**src/rtl/clock_divider_multi.sv**
```systemverilog
// Multi-channel clock-enable divider. Each channel produces a registered 50 %-duty square wave
// and a one-cycle tick on its rising edge. A shadow register holds each new half-period until
// the next half-period boundary, so reprogramming never produces a short or long half-cycle.
module clock_divider_multi #(
  parameter int unsigned Channels    = 4,
  parameter int unsigned Width       = 17,
  parameter int unsigned DefaultHalf = 65536,
  localparam int unsigned SelW       = (Channels > 1) ? $clog2(Channels) : 1
) (
  input  logic                clk_i,
  input  logic                rst_ni,
  input  logic [Channels-1:0] en_i,
  input  logic                div_wr_i,
  input  logic [SelW-1:0]     div_sel_i,
  input  logic [Width-1:0]    div_data_i,
  input  logic                sync_clr_i,
  output logic [Channels-1:0] clk_out_o,
  output logic [Channels-1:0] tick_o,
  output logic [Channels-1:0] pending_o
);

  logic [Channels-1:0][Width-1:0] cnt_q, cnt_d;
  logic [Channels-1:0][Width-1:0] half_q, half_d;
  logic [Channels-1:0][Width-1:0] shadow_q, shadow_d;
  logic [Channels-1:0]            clk_q, clk_d;
  logic [Channels-1:0]            tick_q, tick_d;
  logic [Channels-1:0]            pend_q, pend_d;

  logic [Channels-1:0][Width-1:0] eff;
  logic [Channels-1:0]            term;
  logic [Channels-1:0]            commit;

  // Per-channel next state: clear > freeze > terminal count > increment, then shadow handling.
  always_comb begin
    cnt_d    = cnt_q;
    half_d   = half_q;
    shadow_d = shadow_q;
    clk_d    = clk_q;
    tick_d   = '0;
    pend_d   = pend_q;
    eff      = '0;
    term     = '0;
    commit   = '0;
    for (int i = 0; i < Channels; i++) begin
      // A half-period of 0 behaves as 1, so eff-1 never underflows.
      eff[i]  = (half_q[i] == '0) ? Width'(1) : half_q[i];
      term[i] = (cnt_q[i] == eff[i] - Width'(1));

      if (sync_clr_i) begin
        cnt_d[i]  = '0;
        clk_d[i]  = 1'b0;
        commit[i] = 1'b1;
      end else if (!en_i[i]) begin
        // Frozen: count and level hold, but a pending value may take effect right away.
        commit[i] = 1'b1;
      end else if (term[i]) begin
        cnt_d[i]  = '0;
        clk_d[i]  = ~clk_q[i];
        tick_d[i] = ~clk_q[i];
        commit[i] = 1'b1;
      end else begin
        cnt_d[i] = cnt_q[i] + Width'(1);
      end

      // Commit uses the old shadow; a write on the same edge stays pending for the next boundary.
      if (commit[i] && pend_q[i]) begin
        half_d[i] = shadow_q[i];
        pend_d[i] = 1'b0;
      end

      if (div_wr_i && (div_sel_i == SelW'(i))) begin
        shadow_d[i] = div_data_i;
        pend_d[i]   = 1'b1;
      end
    end
  end

  // State registers with synchronous active-low reset.
  always_ff @(posedge clk_i) begin
    if (!rst_ni) begin
      cnt_q    <= '0;
      half_q   <= {Channels{Width'(DefaultHalf)}};
      shadow_q <= {Channels{Width'(DefaultHalf)}};
      clk_q    <= '0;
      tick_q   <= '0;
      pend_q   <= '0;
    end else begin
      cnt_q    <= cnt_d;
      half_q   <= half_d;
      shadow_q <= shadow_d;
      clk_q    <= clk_d;
      tick_q   <= tick_d;
      pend_q   <= pend_d;
    end
  end

  assign clk_out_o = clk_q;
  assign tick_o    = tick_q;
  assign pending_o = pend_q;

endmodule

```
**config.mk**
```make
export PLATFORM = sky130hd
export DESIGN_NAME = clock_divider_multi
export DESIGN_NICKNAME = d
export VERILOG_FILES = /design/src/rtl/clock_divider_multi.sv
export SDC_FILE = /design/constraint.sdc
export NUM_CORES = 1
export LEC_CHECK = 0
export ABC_CLOCK_PERIOD_IN_PS = 11700
export CORE_MARGIN = 1
export CORE_UTILIZATION = 50
export DETAILED_ROUTE_END_ITERATION = 12
export PLACE_DENSITY = 0.64
export SYNTH_ARGS = -nofsm -noshare
export SYNTH_HDL_FRONTEND = slang
export SYNTH_SLANG_ARGS = --single-unit
```
**constraint.sdc**
```tcl
create_clock -name clk_i -period 11.7 [get_ports clk_i]
set_input_delay 2.34 -clock clk_i [delete_from_list [all_inputs] [get_ports clk_i]]
set_output_delay 2.34 -clock clk_i [all_outputs]
set_load 0.05 [all_outputs]
```
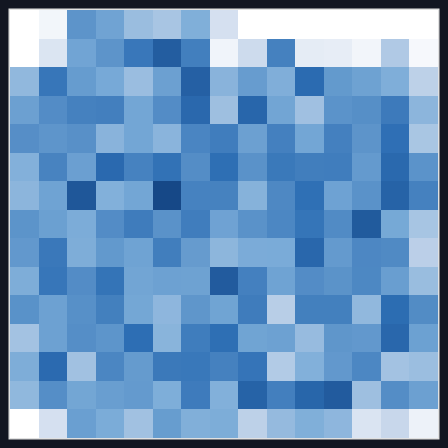
(cell density map)
15 x 15 tiles, from white (low) to dark blue (high), 0 to 100% covered.
- nearly empty tiles: 4.4%
- fullest tile: 91%
- tiles over 75% full: 8.9%
- mean over tiles: 53%
- emptiest ninth of the die: upper right

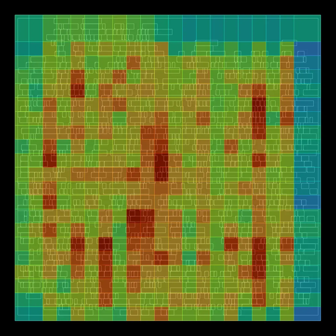
(routing congestion)
routed wirelength normalized by instance count: 15.34 um
Finished Core Util: 56.94%
met1 usage in global routing: 31.31%

==> flow_metrics.py <==
# Flow results
metrics = {
    "status": {
        "status": "completed",
    },
    "floorplan": {
        "floorplanUtilization_pct": 51.01,
        "design.portCount": 39,
        "die-area_sq_um": 22860,
        "fp.dieH_um": 151.2,
        "core_area_sq_um": 21820,
        "rows": 54,
    },
    "global_route": {
        "grt_util_all_layers_pct": 23.00,
        "antenna_found_initial": 0,
        "wire_length_of_the_first_global_routing_pass_um": 42540,
        "global_route.overflow_total": 0,
    },
    "final_timing": {
        "setup-violations-final": 0,
        "worst_max_slew_margin_expressed_relative_to_the_limit_pct": 22.15,
        "worst_margin_pin_slew_ns": 1.168,
        "grt_setup_unrepaired": "false",
        "setup_tns_ns": 0,
        "report.final.slew_viol_count": 0,
        "min_period_ns": 4.701,
        "max_fclk_mhz": 212.7,
        "fin_worst_skew_ns": 0.01641,
        "finalWorstSetupSlack_ns": 6.999,
    },
    "setup_path": {
        "worstPathRequired_ns": 12.08,
        "cp-start-kind": "flop",
        "criticalPathCategory": "reg2reg",
        "cp_max_fanout": 15,
        "critical_path_at_ns": 5.08,
    },
    "flow_run": {
        "openroad_warning_count": 28,
    },
    "cts": {
        "clkTransAtPathRegs_ns": 0.06,
        "clkLatencyLatePin_ns": 0.52,
        "cts_tree": "done",
        "postCtsResizedCells": 0,
        "post_cts_repair_timing_setup_buffer_count": 0,
        "number_of_buffers_added_by_the_clock_tree_synthesis_step": 24,
        "buffer_type_at_the_clock_tree_root": "sky130_fd_sc_hd__clkbuf_16",
        "cts_sinks": 216,
        "cts-root-to-sink-buffers": 3,
        "hold_buffers": 0,
    },
    "detailed_routing": {
        "1st_iter_drt_viols": 479,
        "routed-via-count": 9278,
        "routedLengthMet1_um": 12370,
        "total_met3_wirelength_after_detailed_routing_um": 1061,
        "maxUsedRoutingLayer": "met4",
        "final_antenna_net_count": 0,
    },
    "synth": {
        "netlist_area_sq_um": 11130,
        "yosys_area_sq_um": 11130,
        "tally_of_yosys_warning_messages": 0,
        "yosysTopAreaCell": "sky130_fd_sc_hd__dfxtp_1",
        "ys_cells": 1397,
        "top_cell": "sky130_fd_sc_hd__nand2_1",
        "synth_top_area_share_pct": 38.84,
        "mappedNetlistNets": 1432,
        "synth_cells": 1397,
        "synthTopCellsByCount": "280 x sky130_fd_sc_hd__nand2_1, 216 x sky130_fd_sc_hd__dfxtp_1, 97 x sky130_fd_sc_hd__nand3_1, 95 x sky130_fd_sc_hd__nor2_1, 75 x sky130_fd_sc_hd__xor2_1",
        "post_synth_num_cell_types": 68,
    },
    "pwr": {
        "cellLeakagePower_uw": 0.004643,
        "irDropWorstVdd_mv": 0.1139,
        "power_density_nw_per_um2": 132.4,
    },
    "layout": {
        "n_antenna_cell": 0,
        "lay_top_cells": "280 x sky130_fd_sc_hd__nand2_1, 216 x sky130_fd_sc_hd__dfxtp_1, 97 x sky130_fd_sc_hd__nand3_1, 95 x sky130_fd_sc_hd__nor2_1, 75 x sky130_fd_sc_hd__xor2_1",
        "layout_top_cell_excl_fill_tap": "sky130_fd_sc_hd__nand2_1",
        "finish.net_count": 1418,
        "syn_to_final_growth_pct": 11.62,
    },
    "hold_path": {
        "worst_hold_path_type": "reg2reg",
    },
    "placed_design": {
        "dp.final_hpwl_um": 18090,
        "gp_routability_congestion": 0.8871,
        "placement.setup.worst_slack_ns": 6.791,
    },
}
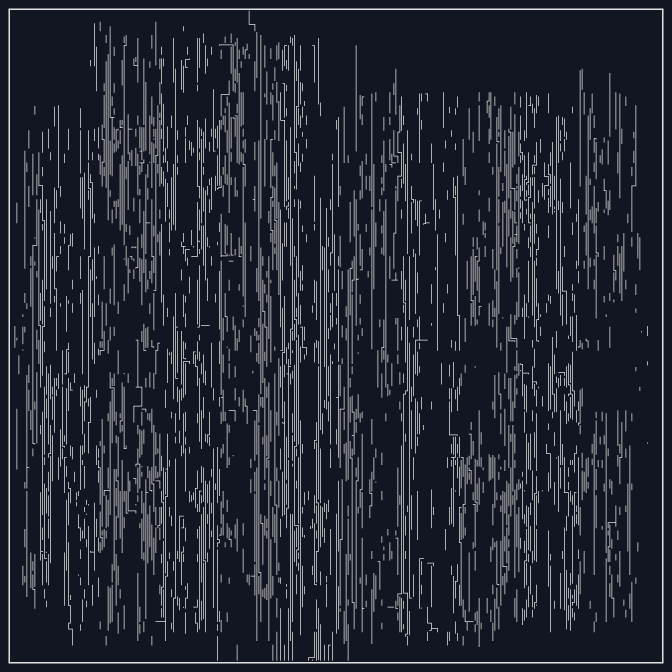
(the metal 2 layer)
- nets with wire on the layer: 1073
- longest straight run: 59.2 um
- wire length on this layer: 11600 um
- share of all routed wire: 45%

## registers in the layout, indices dropped and copies added (netlist names)
name	cells
cnt_q	68
half_q	68
shadow_q	68
clk_out_o	4
pending_o	4
tick_o	4
## critical path: stages, from the launching register on
cell,delay [ns]
sky130_fd_sc_hd__dfxtp_1,0.40
sky130_fd_sc_hd__nor4_1,0.81
sky130_fd_sc_hd__nand3_1,0.32
sky130_fd_sc_hd__nor2_1,0.16
sky130_fd_sc_hd__nor2_1,0.05
sky130_fd_sc_hd__ha_1,0.28
sky130_fd_sc_hd__o21ba_2,0.22
sky130_fd_sc_hd__a221oi_1,0.28
sky130_fd_sc_hd__a41oi_1,0.07
sky130_fd_sc_hd__a211oi_1,0.18
sky130_fd_sc_hd__or4b_4,0.50
sky130_fd_sc_hd__or4b_4,0.57
sky130_fd_sc_hd__o21ai_2,0.57
sky130_fd_sc_hd__nor2_1,0.12
## kinds of logic after synthesis
family | after synthesis | synth area share [%]
and+or+nand+nor | 688 | 30.31
DFF | 216 | 38.84
AOI/OAI and AO/OA | 224 | 13.36
muxes | 23 | 2.079
buffers and inverters | 100 | 3.642
xor gates and xnor gates | 138 | 10.86
adders and majority gates | 8 | 0.8992
## per-layer routing
metal / vias up / global-route usage (%)
li1: 4806 / -
met3: 50 / 3.373
met2: 176 / 37.15
met5: - / 0
met4: 0 / 7.450
met1: 4246 / 31.31
## power breakdown
group / leakage [uW] / internal, uW / switching [uW] / total [uW]
clock: 0.000421 / 509 / 301 / 810
sequential: 0.00175 / 746 / 7.23 / 753
combinational: 0.00248 / 29.9 / 52.5 / 82.3
## through the flow
step | hold slack [ns] | utilization [%] | total power (uW) | cell area, sq um | std cells
2_1_floorplan | 0.4350 | - | 821.1 | 11130 | 1397
6_report | 0.4558 | 56.94 | 1645 | 12430 | 1680
5_1_grt | 0.4660 | 56.94 | 1700 | 12430 | 1680
3_3_place_gp | 0.4425 | 53.01 | 850.4 | 11570 | 1637
3_5_place_dp | 0.4466 | 53.01 | 851.4 | 11570 | 1637
4_1_cts | 0.4568 | 56.94 | 1661 | 12430 | 1680
## area by class of cell
cell class | count | area (sq um)
clock inverters | 9 | 147.6
clock buffers | 34 | 709.4
repair buffers | 41 | 400.4
fillers | 2081 | 9398
multi-input cells | 1081 | 6422
flip-flops and latches | 216 | 4324
inverters | 19 | 71.32
well taps | 280 | 350.3
## final timing paths
path / from / endpoint / slack [ns] / cells past startpoint
max reg2reg: half_q[37] / cnt_q[46] / 7.00 / 13
max: half_q[37] / cnt_q[46] / 7.00 / 13
min reg2reg: shadow_q[40] / half_q[40] / 0.46 / 2
min: shadow_q[40] / half_q[40] / 0.46 / 2
Power and IR drop assume default switching activity.
